==> src/rtl/pipe_pkg.sv <==
// rtl/pipe_pkg.sv - state encoding and default parameters shared by the pipe gap generator and the LFSR
package pipe_pkg;

  localparam int RAND_W_DEF       = 5;
  localparam int GAP_MIN_DEF      = 4;
  localparam int GAP_SPAN_DEF     = 20;
  localparam int SPAWN_PERIOD_DEF = 96;
  localparam int MAX_TRIES_DEF    = 4;

  typedef enum logic [1:0] {
    IDLE,
    WAIT,
    SAMPLE,
    OFFER
  } state_t;

endpackage

==> src/rtl/gap_mapper.sv <==
// rtl/gap_mapper.sv - maps one raw random word to a candidate gap row (range check, fold, optional no-dup)
// PIPE_GAP_NODUP_EN: reject or bump candidates that repeat the previous row.
module gap_mapper
  import pipe_pkg::*;
#(
  parameter int RAND_W   = RAND_W_DEF,
  parameter int GAP_MIN  = GAP_MIN_DEF,
  parameter int GAP_SPAN = GAP_SPAN_DEF
) (
  input  logic [RAND_W-1:0] rand_data,
  input  logic [RAND_W-1:0] prev_row,
  input  logic              last_try,
  output logic              accept,
  output logic [RAND_W-1:0] row
);

  localparam logic [RAND_W:0]   L_SPAN_W = (RAND_W+1)'(GAP_SPAN);
  localparam logic [RAND_W-1:0] L_SPAN   = RAND_W'(GAP_SPAN);
  localparam logic [RAND_W-1:0] L_MIN    = RAND_W'(GAP_MIN);

  logic              w_in_range;
  logic [RAND_W-1:0] w_fold;
  logic [RAND_W-1:0] w_cand;

  assign w_in_range = {1'b0, rand_data} < L_SPAN_W;
  // A single subtraction folds any out-of-range word since 2*GAP_SPAN covers the word range.
  assign w_fold     = w_in_range ? rand_data : (rand_data - L_SPAN);
  assign w_cand     = w_fold + L_MIN;

`ifdef PIPE_GAP_NODUP_EN
  localparam logic [RAND_W-1:0] L_MAX = RAND_W'(GAP_MIN + GAP_SPAN - 1);

  logic w_dup;

  assign w_dup  = (w_cand == prev_row);
  assign accept = last_try || (w_in_range && !w_dup);
  assign row    = (last_try && w_dup) ? ((w_cand == L_MAX) ? L_MIN : (w_cand + RAND_W'(1)))
                                      : w_cand;
`else
  logic w_unused_prev;

  assign w_unused_prev = ^prev_row;
  assign accept        = last_try || w_in_range;
  assign row           = w_cand;
`endif

endmodule

==> src/rtl/pipe_gap_gen.sv <==
// rtl/pipe_gap_gen.sv - paces LFSR words into gap-row spawns offered over valid/ready
// PIPE_GAP_NODUP_EN: consecutive offered gap rows are always different.
module pipe_gap_gen
  import pipe_pkg::*;
#(
  parameter int RAND_W       = RAND_W_DEF,
  parameter int GAP_MIN      = GAP_MIN_DEF,
  parameter int GAP_SPAN     = GAP_SPAN_DEF,
  parameter int SPAWN_PERIOD = SPAWN_PERIOD_DEF,
  parameter int MAX_TRIES    = MAX_TRIES_DEF
) (
  input  logic              clk,
  input  logic              rst,
  input  logic [RAND_W-1:0] rand_data,
  input  logic              tick,
  input  logic              enable,
  output logic              gap_valid,
  input  logic              gap_ready,
  output logic [RAND_W-1:0] gap_row,
  output logic [7:0]        spawn_count
);

  localparam int CNT_W = (SPAWN_PERIOD > 1) ? $clog2(SPAWN_PERIOD) : 1;
  localparam int TRY_W = (MAX_TRIES > 1) ? $clog2(MAX_TRIES) : 1;
  localparam logic [CNT_W-1:0]  CNT_LAST = CNT_W'(SPAWN_PERIOD - 1);
  localparam logic [TRY_W-1:0]  TRY_LAST = TRY_W'(MAX_TRIES - 1);
  localparam logic [RAND_W-1:0] ROW_RST  = RAND_W'(GAP_MIN);

  if (GAP_MIN + GAP_SPAN - 1 > (1 << RAND_W) - 1) begin : g_chk_range
    $fatal(1, "pipe_gap_gen: legal gap rows do not fit in RAND_W bits");
  end
  if (2 * GAP_SPAN < (1 << RAND_W)) begin : g_chk_fold
    $fatal(1, "pipe_gap_gen: GAP_SPAN too small for a single-subtraction fold");
  end
  if (SPAWN_PERIOD < 1 || MAX_TRIES < 1) begin : g_chk_counts
    $fatal(1, "pipe_gap_gen: SPAWN_PERIOD and MAX_TRIES must be at least 1");
  end

  state_t            r_state;
  logic [CNT_W-1:0]  r_cnt;
  logic [TRY_W-1:0]  r_tries;
  logic              r_gap_valid;
  logic [RAND_W-1:0] r_gap_row;
  logic [RAND_W-1:0] r_prev_row;
  logic [7:0]        r_spawn_count;

  logic              w_accept;
  logic [RAND_W-1:0] w_row;

  gap_mapper #(
    .RAND_W   (RAND_W),
    .GAP_MIN  (GAP_MIN),
    .GAP_SPAN (GAP_SPAN)
  ) u_gap_mapper (
    .rand_data (rand_data),
    .prev_row  (r_prev_row),
    .last_try  (r_tries == TRY_LAST),
    .accept    (w_accept),
    .row       (w_row)
  );

  always_ff @(posedge clk) begin
    if (rst) begin
      r_state       <= IDLE;
      r_cnt         <= '0;
      r_tries       <= '0;
      r_gap_valid   <= 1'b0;
      r_gap_row     <= ROW_RST;
      r_prev_row    <= ROW_RST;
      r_spawn_count <= '0;
    end else begin
      case (r_state)
        IDLE: begin
          r_cnt   <= '0;
          r_tries <= '0;
          if (enable) r_state <= WAIT;
        end
        WAIT: begin
          if (tick) begin
            if (r_cnt == CNT_LAST) begin
              r_cnt   <= '0;
              r_state <= SAMPLE;
            end else begin
              r_cnt <= r_cnt + CNT_W'(1);
            end
          end
        end
        SAMPLE: begin
          if (w_accept) begin
            r_gap_row   <= w_row;
            r_gap_valid <= 1'b1;
            r_state     <= OFFER;
          end else begin
            r_tries <= r_tries + TRY_W'(1);
          end
        end
        OFFER: begin
          if (gap_ready) begin
            r_gap_valid <= 1'b0;
            r_prev_row  <= r_gap_row;
            r_tries     <= '0;
            r_state     <= WAIT;
            if (r_spawn_count != 8'hFF) r_spawn_count <= r_spawn_count + 8'd1;
          end
        end
        default: r_state <= IDLE;
      endcase
      // A transfer in the same cycle still counts above; disable only overrides the next state.
      if (!enable) begin
        r_state     <= IDLE;
        r_gap_valid <= 1'b0;
        r_cnt       <= '0;
        r_tries     <= '0;
      end
    end
  end

  assign gap_valid   = r_gap_valid;
  assign gap_row     = r_gap_row;
  assign spawn_count = r_spawn_count;

endmodule
==> config.mk <==
export PLATFORM = sky130hd
export DESIGN_NAME = pipe_gap_gen
export DESIGN_NICKNAME = d
export VERILOG_FILES = /design/src/rtl/pipe_pkg.sv /design/src/rtl/gap_mapper.sv /design/src/rtl/pipe_gap_gen.sv
export SDC_FILE = /design/constraint.sdc
export NUM_CORES = 1
export LEC_CHECK = 0
export ABC_AREA = 1
export CAP_MARGIN = 30
export CORE_UTILIZATION = 30
export DETAILED_ROUTE_END_ITERATION = 12
export GPL_TIMING_DRIVEN = 0
export PLACE_DENSITY_LB_ADDON = 0.15
export SKIP_LAST_GASP = 1
export SLEW_MARGIN = 20
export SYNTH_ARGS = -nofsm -noshare
export SYNTH_HDL_FRONTEND = slang
export SYNTH_SLANG_ARGS = --single-unit
export TNS_END_PERCENT = 100
==> constraint.sdc <==
create_clock -name clk -period 2 [get_ports clk]
set_input_delay 0.4 -clock clk [delete_from_list [all_inputs] [get_ports clk]]
set_output_delay 0.4 -clock clk [all_outputs]
set_load 0.02 [all_outputs]
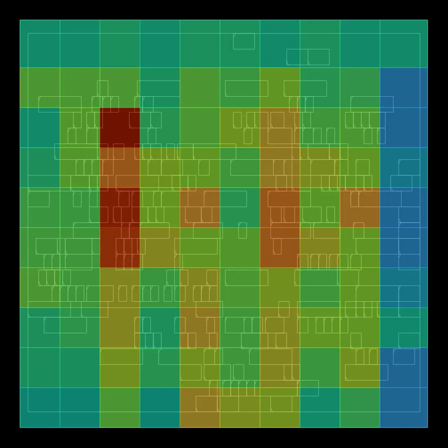
(routing congestion)
wire per inst: 9.56 um
Overall Global Routing Usage: 11.7%
met1 GRT Util: 14.6%
met2 usage: 19.8%
met3 usage: 3.03%

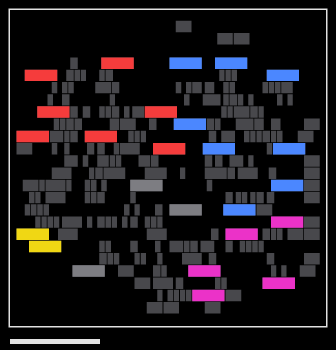
(sequential cells coloured by netlist name)
Bar = 20 um. Other sequential cells in the stronger grey, the rest of the logic in the fainter grey.
red -> `r_cnt`  # flops 7
magenta -> `gap_row`  # flops 5, where lower right
blue -> `spawn_count`  # flops 8
yellow -> `r_state`  # flops 2
not coloured = 3
seq pwr: 517 uW
sequential cell area share: 28.7%
FF/Latch Area: 500 um^2

==> results.txt <==
run metrics: top power group=sequential cells, Top Layout Cells=nand2_1, inv_1, nor2_1, dfxtp_1, clkdlybuf4s50_1, CP Launch Type=flip-flop, Yosys top cell by area=dfxtp_1, RSZ-0062 raised after global routing=false, Std-Cell Rows=24, post-route ant nets=0, post-CTS setup buffer count=0, placer congestion estimate=roughly 0.73, Ys Warns=0, layout cells sized above 1=5.63%, Top Layer Used=met4, Chip Area=slightly below 5000 um^2, fraction of power spent switching nets=between 20% and 30%, Final Setup Violations=0, chip area in the Yosys report=1400 um^2, sequential share of power=51.5%, Worst Path Buf+Inv=1, DR pass1 iterations=4, Initial DRC Count=30, synthesized area per cell=6.86 um^2, TNS Setup=0 ns, fin. max-slew vios=0, CTS tree=built, setup ws final=roughly 0.25 ns, clock group power=317 uW, DR vias/cell=4.38, post_cts resized=0, Critical Path End Type=output pin, Max Root-Sink Buffers=2, final layout net count=252, number of global-route vias before repair=1,138, Cell Area, Placed=1700 um^2, first-pass GRT wire length=approximately 4700 um, status=finished, final reports clean, Syn Std Cell Area=1400 um^2, # hold bufs at CTS=0, Post-synth regs=25, Initial Utilization=31.7%, period utilisation layout=87.7%, Slew headroom=70.9%, total number of vias=1,240, PortBufs=23, Synth top area share=a little over a third, detailed-route DRC error count=0, Die Y=between 70 and 80 um, Most Used Layer, Global Route=met2, Net Switching=283 uW, Setup WS pre-CTS=-0.0838 ns, Fin Hold WS=0.480 ns, pin count of the biggest net entering global routing=16, slowest stage delay, CP=0.64 ns, fin crit period=roughly 1.8 ns, Crit path arrival time=1.35 ns, final hold viol count=0, final non-filler cell total=roughly 280, clock slew at reported path FFs=0.10 ns, total tool warning count=30, overflow left after global routing=0, HPWL Detailed=2050 um, routed wl met2=around 1200 um, Top Family by Delay on Critical Path=buffers and inverters, Hold Crit Class=reg -> reg, top cells, area=dfxtp_1, nand2_1, inv_1, ha_1, nor2_1, io pins=24, overall power=1000 uW, ANT cells=0, slowest CP cell=clkdlybuf4s50_1, total CTS buffers=3, CTS Sinks=25, Logic power comb=170 uW, die width=70.3 um, Internal Power=between 700 and 800 uW, flop-to-flop setup slack=0.37 ns, Worst Tran Pin Value=0.437 ns, finished layout cell area=between 1500 and 2000 um^2, critical-path cell list=clkdlybuf4s50_1, post-layout util=39.5%, Synth cell types=26, CORE AREA=4410 um^2, M1 wire length=1450 um, root buffer cell=clkbuf_8, crit path DRT=1.60 ns, initial antenna violation count=0, Pleak=0.000734 uW, max cap viols=0, yosys cell count=a little over 200, fmax=0.570 GHz, Syn Nets=224, CP Max Fanout=5
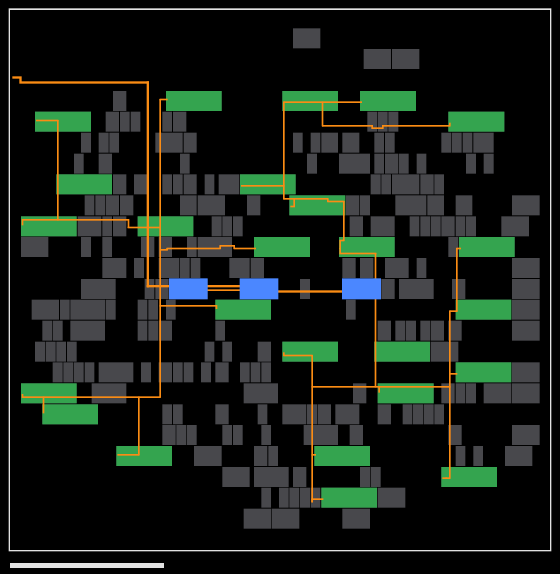
(clock network drawn from the DEF)
Bar = 20 um.
green -> flip-flops  # count 25
orange -> clock wires  # length 379 um
blue -> clock drivers  # count 3
flops lie = all over the die
routed clock nets = 4
clock power share: 31.6%
skew final: 0.00581 ns
worst skew pair latency: 0.27 ns

==> flip-flops by register name, indices dropped and copies added, names as in the netlist <==
name and cells:
r_state 2, r_tries 2, gap_row 5, r_cnt 7, spawn_count 8, gap_valid 1
==> cell usage after synthesis <==
master	n
xor2_1	3
a31oi_1	1
nor3b_1	1
clkinv_1	1
dfxtp_1	25
nand2_4	1
a21oi_1	13
nand2_1	44
nand3_1	13
ha_1	10
inv_1	35
nand3_2	3
or2_0	1
nor3_1	2
nand2_2	1
nand4_1	1
o21ai_2	1
o21ai_0	12
xnor2_1	1
nor2_2	1
o21bai_1	1
o21a_1	1
o21ai_1	2
nor2_1	28
nor2_4	1
a21oi_2	1
==> worst paths after layout <==
check                                                 start                      to  cells after the start
worst max register to register      r_state[1]$_SDFFE_PP0P_   r_cnt[5]$_SDFFE_PP0P_                      8
worst min-delay path                 gap_valid$_SDFFE_PP0P_  gap_valid$_SDFFE_PP0P_                      2
worst max-delay path            spawn_count[3]$_SDFFE_PP0P_          spawn_count[3]                      1
worst min register to register       gap_valid$_SDFFE_PP0P_  gap_valid$_SDFFE_PP0P_                      2
==> area by class of cell <==
| class | count | area (um^2) |
|---|---|---|
| Clock buffer | 3 | 41.3 |
| Clock inverter | 1 | 7.51 |
| Fill cell | 460 | 2670 |
| Inverter | 36 | 135 |
| Multi-Input combinational cell | 143 | 764 |
| Sequential cell | 25 | 500 |
| Tap cell | 52 | 65.1 |
| Timing Repair Buffer | 23 | 230 |
==> logic make-up after synthesis <==
group / count (synthesis) / share of synthesized area [%]
compound gates: 32 / 12.4
xor+xnor: 4 / 2.50
fa+ha+maj: 10 / 8.94
buf+inv: 36 / 9.65
flops: 25 / 35.7
simple gates: 97 / 30.7
Power figures rest on the tool's default switching activity, not on a simulated workload.
